==> src/rtl/operand_sequencer_pkg.sv <==
// operand_sequencer_pkg: shared state, opcode, mux-select and ALU encodings
package operand_sequencer_pkg;
  typedef enum logic [2:0] {IDLE, DECODE, EXEC1, EXEC2, FIN} state_t;
  localparam logic [3:0] OP_NOP    = 4'h0;
  localparam logic [3:0] OP_ADD    = 4'h1;
  localparam logic [3:0] OP_SUB    = 4'h2;
  localparam logic [3:0] OP_INC    = 4'h3;
  localparam logic [3:0] OP_CLRA   = 4'h4;
  localparam logic [3:0] OP_MOVAB  = 4'h5;
  localparam logic [3:0] OP_DBL    = 4'h6;
  localparam logic [3:0] OP_CLR2   = 4'h7;
  localparam logic [3:0] OP_ADDINC = 4'h8;
  // Named from operand A's view; sel_b uses the same codes with the two registers swapped
  localparam logic [1:0] SEL_REGA = 2'b00;
  localparam logic [1:0] SEL_ONE  = 2'b01;
  localparam logic [1:0] SEL_ZERO = 2'b10;
  localparam logic [1:0] SEL_REGB = 2'b11;
  localparam logic [1:0] ALU_ADD = 2'b00;
  localparam logic [1:0] ALU_SUB = 2'b01;
  typedef struct packed {
    logic [1:0] sel_a;
    logic [1:0] sel_b;
    logic [1:0] alu_op;
    logic       load_a;
    logic       load_b;
  } step_t;
  function automatic step_t mk_step(logic [1:0] sa, logic [1:0] sb, logic [1:0] alu, logic la, logic lb);
    return '{sel_a: sa, sel_b: sb, alu_op: alu, load_a: la, load_b: lb};
  endfunction
endpackage

==> src/rtl/operand_sequencer_if.sv <==
// operand_sequencer_if: instruction handshake, stall and datapath control bundle
interface operand_sequencer_if;
  logic       instr_valid;
  logic [3:0] instr_op;
  logic       instr_ready;
  logic       stall;
  logic [1:0] sel_a;
  logic [1:0] sel_b;
  logic [1:0] alu_op;
  logic       load_a;
  logic       load_b;
  logic       busy;
  logic       done;
  logic       err;
  modport master (
    output instr_valid, instr_op, stall,
    input  instr_ready, sel_a, sel_b, alu_op, load_a, load_b, busy, done, err
  );
  modport slave (
    input  instr_valid, instr_op, stall,
    output instr_ready, sel_a, sel_b, alu_op, load_a, load_b, busy, done, err
  );
endinterface

==> src/rtl/operand_seq_decode.sv <==
// operand_seq_decode: opcode to legality, step count and per-step datapath controls
module operand_seq_decode
  import operand_sequencer_pkg::*;
(
  input  logic [3:0] op,
  output logic       legal,
  output logic [1:0] nsteps,
  output step_t      step1,
  output step_t      step2
);
  always_comb begin
    legal = 1'b1;
    nsteps = 2'd1;
    step1 = '0;
    step2 = '0;
    case (op)
      OP_NOP:    nsteps = 2'd0;
      OP_ADD:    step1 = mk_step(SEL_REGA, SEL_REGA, ALU_ADD, 1'b1, 1'b0);
      OP_SUB:    step1 = mk_step(SEL_REGA, SEL_REGA, ALU_SUB, 1'b1, 1'b0);
      OP_INC:    step1 = mk_step(SEL_REGA, SEL_ONE, ALU_ADD, 1'b1, 1'b0);
      OP_CLRA:   step1 = mk_step(SEL_ZERO, SEL_ZERO, ALU_ADD, 1'b1, 1'b0);
      OP_MOVAB:  step1 = mk_step(SEL_REGA, SEL_ZERO, ALU_ADD, 1'b0, 1'b1);
      OP_DBL:    step1 = mk_step(SEL_REGA, SEL_REGB, ALU_ADD, 1'b1, 1'b0);
      OP_CLR2: begin
        nsteps = 2'd2;
        step1 = mk_step(SEL_ZERO, SEL_ZERO, ALU_ADD, 1'b1, 1'b0);
        step2 = mk_step(SEL_ZERO, SEL_ZERO, ALU_ADD, 1'b0, 1'b1);
      end
      OP_ADDINC: begin
        nsteps = 2'd2;
        step1 = mk_step(SEL_REGA, SEL_REGA, ALU_ADD, 1'b1, 1'b0);
        step2 = mk_step(SEL_REGA, SEL_ONE, ALU_ADD, 1'b1, 1'b0);
      end
      default: begin
        legal = 1'b0;
        nsteps = 2'd0;
      end
    endcase
  end
endmodule

==> src/rtl/operand_sequencer.sv <==
// operand_sequencer: multi-step ALU operand/control sequencer driven by a 4-bit opcode
module operand_sequencer
  import operand_sequencer_pkg::*;
(
  input logic clk,
  input logic rst_n,
  operand_sequencer_if.slave bus
);
  state_t     state;
  logic [3:0] op_q;
  logic [3:0] dec_op;
  logic       legal;
  logic [1:0] nsteps;
  step_t      s1, s2, cur;
  logic       ready_q, busy_q, done_q, err_q;
  // Decode the live opcode in IDLE so err can be registered at accept time
  assign dec_op = (state == IDLE) ? bus.instr_op : op_q;
  operand_seq_decode u_dec (
    .op(dec_op),
    .legal(legal),
    .nsteps(nsteps),
    .step1(s1),
    .step2(s2)
  );
  always_ff @(posedge clk) begin
    if (!rst_n) begin
      state <= IDLE;
      op_q <= '0;
      cur <= '0;
      ready_q <= 1'b1;
      busy_q <= 1'b0;
      done_q <= 1'b0;
      err_q <= 1'b0;
    end else begin
      done_q <= 1'b0;
      err_q <= 1'b0;
      case (state)
        IDLE: if (bus.instr_valid) begin
          op_q <= bus.instr_op;
          state <= DECODE;
          err_q <= ~legal;
          ready_q <= 1'b0;
          busy_q <= 1'b1;
        end
        DECODE: if (!legal) begin
          state <= IDLE;
          ready_q <= 1'b1;
          busy_q <= 1'b0;
        end else if (nsteps == 2'd0) begin
          state <= FIN;
          done_q <= 1'b1;
        end else begin
          state <= EXEC1;
          cur <= s1;
        end
        EXEC1: if (!bus.stall) begin
          if (nsteps == 2'd2) begin
            state <= EXEC2;
            cur <= s2;
          end else begin
            state <= FIN;
            cur <= '0;
            done_q <= 1'b1;
          end
        end
        EXEC2: if (!bus.stall) begin
          state <= FIN;
          cur <= '0;
          done_q <= 1'b1;
        end
        FIN: begin
          state <= IDLE;
          ready_q <= 1'b1;
          busy_q <= 1'b0;
        end
        default: begin
          state <= IDLE;
          cur <= '0;
          ready_q <= 1'b1;
          busy_q <= 1'b0;
        end
      endcase
    end
  end
  // Stall is a same-cycle input, so the load strobes are gated rather than registered
  assign bus.instr_ready = ready_q;
  assign bus.busy = busy_q;
  assign bus.done = done_q;
  assign bus.err = err_q;
  assign bus.sel_a = cur.sel_a;
  assign bus.sel_b = cur.sel_b;
  assign bus.alu_op = cur.alu_op;
  assign bus.load_a = cur.load_a & ~bus.stall;
  assign bus.load_b = cur.load_b & ~bus.stall;
endmodule

==> src/flat_wrapper.sv <==
// flat-port wrapper written by rule: the top's interface ports become plain ports
module operand_sequencer_flat import operand_sequencer_pkg::*;
  (clk, rst_n, bus_instr_valid, bus_instr_op, bus_stall, bus_instr_ready, bus_sel_a, bus_sel_b, bus_alu_op, bus_load_a, bus_load_b, bus_busy, bus_done, bus_err);
  operand_sequencer_if bus_i ();
  input logic clk;
  input logic rst_n;
  input wire logic [$bits(bus_i.instr_valid)-1:0] bus_instr_valid;
  input wire logic [$bits(bus_i.instr_op)-1:0] bus_instr_op;
  input wire logic [$bits(bus_i.stall)-1:0] bus_stall;
  output wire logic [$bits(bus_i.instr_ready)-1:0] bus_instr_ready;
  output wire logic [$bits(bus_i.sel_a)-1:0] bus_sel_a;
  output wire logic [$bits(bus_i.sel_b)-1:0] bus_sel_b;
  output wire logic [$bits(bus_i.alu_op)-1:0] bus_alu_op;
  output wire logic [$bits(bus_i.load_a)-1:0] bus_load_a;
  output wire logic [$bits(bus_i.load_b)-1:0] bus_load_b;
  output wire logic [$bits(bus_i.busy)-1:0] bus_busy;
  output wire logic [$bits(bus_i.done)-1:0] bus_done;
  output wire logic [$bits(bus_i.err)-1:0] bus_err;
  assign bus_i.instr_valid = bus_instr_valid;
  assign bus_i.instr_op = bus_instr_op;
  assign bus_i.stall = bus_stall;
  assign bus_instr_ready = bus_i.instr_ready;
  assign bus_sel_a = bus_i.sel_a;
  assign bus_sel_b = bus_i.sel_b;
  assign bus_alu_op = bus_i.alu_op;
  assign bus_load_a = bus_i.load_a;
  assign bus_load_b = bus_i.load_b;
  assign bus_busy = bus_i.busy;
  assign bus_done = bus_i.done;
  assign bus_err = bus_i.err;
  operand_sequencer u_core (.clk(clk), .rst_n(rst_n), .bus(bus_i));
endmodule
==> config.mk <==
export PLATFORM = sky130hd
export DESIGN_NAME = operand_sequencer_flat
export DESIGN_NICKNAME = d
export VERILOG_FILES = /design/src/rtl/operand_sequencer_pkg.sv /design/src/rtl/operand_sequencer_if.sv /design/src/rtl/operand_seq_decode.sv /design/src/rtl/operand_sequencer.sv /design/src/flat_wrapper.sv
export SDC_FILE = /design/constraint.sdc
export NUM_CORES = 1
export LEC_CHECK = 0
export CORE_AREA = 2 2 52 54
export DETAILED_ROUTE_END_ITERATION = 8
export DIE_AREA = 0 0 54 56
export GPL_TIMING_DRIVEN = 1
export PLACE_DENSITY = 0.68
export SLEW_MARGIN = 20
export SYNTH_ARGS = -nofsm -noshare
export SYNTH_HDL_FRONTEND = slang
export SYNTH_SLANG_ARGS = --single-unit
==> constraint.sdc <==
create_clock -name clk -period 1.7 [get_ports clk]
set_input_delay 0.34 -clock clk [delete_from_list [all_inputs] [get_ports clk]]
set_output_delay 0.34 -clock clk [all_outputs]
set_load 0.1 [all_outputs]
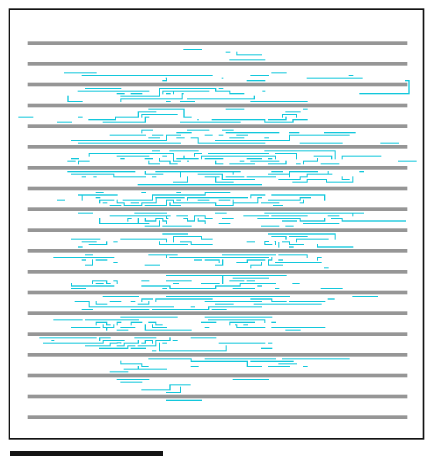
m1.png
The bar under the picture is 20 um long. Supply wires on this layer in gray.
nets with wire on the layer: 142
share of all routed wire: 44%
longest straight run: 17.0 um

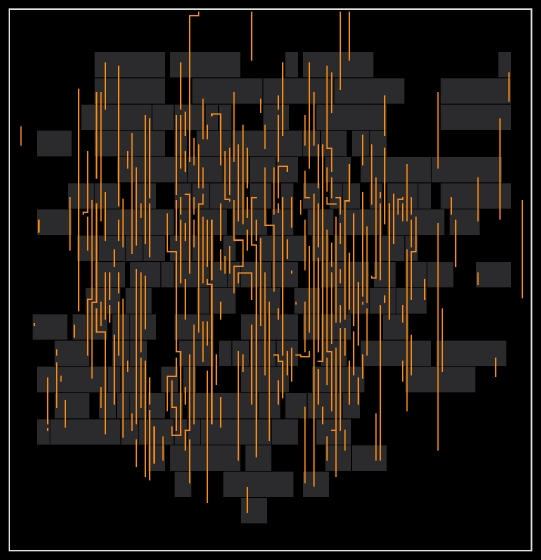
m2.png
share of all routed wire: 48%
main direction: vertical
wire length on this layer: 1320 um
nets with wire on the layer: 140

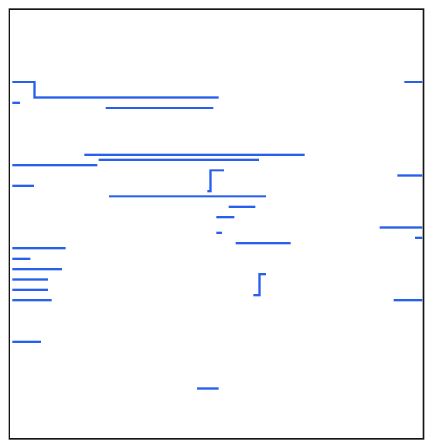
m3.png
main direction: horizontal
longest straight run: 28.5 um
nets with wire on the layer: 25
share of all routed wire: 7.1%
routed wire length: 2.76 mm
met3 global-route usage: 4.57%
via count: 1050

==> flow_summary.toml <==
# implementation run metrics
[status]
status = "complete, no violations"

[placed_design]
gp_congestion = 0.917
placed_cells = 182
dp_hpwl_mm = 2.15

[clock_network]
cts_tree = "built"
insertion_delay_ns = 0.30
path_clk_slew_ns = 0.10
htreeDepth = 1
cts.sinks = 17

[die]
die_x_um = 54
die_h_um = 56
fp.coreArea_um2 = 2430
tap_cells = 30
fp_util_pct = 43.4
io_pins = 20
rows = 18
fp.dieArea_um2 = 3020

[critical_path]
endpoint_kind = "flop"
r2r_end = "u_core.bus.alu_op[0]"
critPathMaxFanout = 6
worstSetupStartpoint = "u_core.op_q[0]"
critPathRequiredTime_ns = 1.90
critical_path_class = "reg2reg"
crit_path_start_kind = "flop"
endpoint = "u_core.bus.alu_op[0]"
worstPathArrival_ns = 1.82

[cells_and_area]
syn_to_final_growth_pct = 37.8
final_layout_size_suffix_gt1_share_pct = 28.2
seq_area_share_pct = 23.4
final-nonclk-buf-share_pct = 28.4
logic_gates = 97
clock_buffers = 3
final-clk-cell-share_pct = 1.89
seqCellArea_um2 = 340
area_dominant_class = "logic gates"
final-comb-area_um2 = 628
final_net_count = 165
finalInstanceArea_um2 = 1450
fillCellCount = 216

[pwr]
internal-power_uw = 736
swShare_pct = 40.0
irDropWorstVdd_uv = 526
clk-power_uw = 224
leakagePower_uw = 0.000597
power_frac_comb_pct = 43.7
powerDensity_nw_per_um2 = 843
p_clk_share_pct = 18.3

[timing]
grt_setup_unrepaired = "yes"
min_period_ns = 1.62
final-setup-viol-count = 0
hold_viol = 0
finalMaxSlewViolations = 0
whs_ns = 0.466
worst_slack_ns = 0.0826

[detailed_routing]
dr.max_layer_used = "met4"
route.antenna.remaining_nets = 0
wl_met3_um = 196
route.met2.wl_mm = 1.32
wl_met1_mm = 1.20
drtPass1Iterations = 4
drt_iter0_drc = 31
vias_per_cell = 5.65

[synthesis]
synth_area_per_cell_um2 = 8.18
yosys_cells = 129
yosys.area.top_type = "dfxtp_1"
ys.warnings.count = 0
ys.flop_type = "dfxtp_1"
edf_count = 0
synth_async_sr_flop_share_pct = 0
synthCells = 129
ys_types = 45
netlist_area_um2 = 1050

[global_routing]
top_usage_layer = "met2"
grt_pass1_vias = 962
overflow = 0
grt_usage_pct = 20.6
grt_antenna_before_repair = 0
met2_usage_pct = 31.4

[flow_run]
tool_warnings = 27
max_cap_violations = 0

[hold_path]
worstHoldPathType = "reg2reg"
holdPathStages = 2
hold_end = "u_core.cur[0]"
hold_start = "u_core.cur[0]"
## logic make-up after synthesis
family	after synthesis	synth area share, %
xor gates and xnor gates	2	1.66
AOI/OAI and AO/OA	29	20.3
muxes	4	3.91
other	1	0.356
buffers and inverters	16	9.02
DFF	17	32.3
and+or+nand+nor	60	32.5
## state kept, by name (all words and copies together) (netlist names)
signal and cells:
u_core.bus.alu_op 1, u_core.bus.sel_b 2, u_core.bus.instr_ready 1, u_core.cur 2, u_core.bus.sel_a 1, u_core.bus.busy 1, u_core.bus.done 1, u_core.op_q 4
u_core.state 3, u_core.bus.err 1
## critical path, stage by stage, from the launching register on
cell and delay (ns):
dfxtp_1 0.37, o31a_2 0.36, nor3_2 0.31, a211oi_2 0.06
buf_4 0.17, a32o_1 0.25
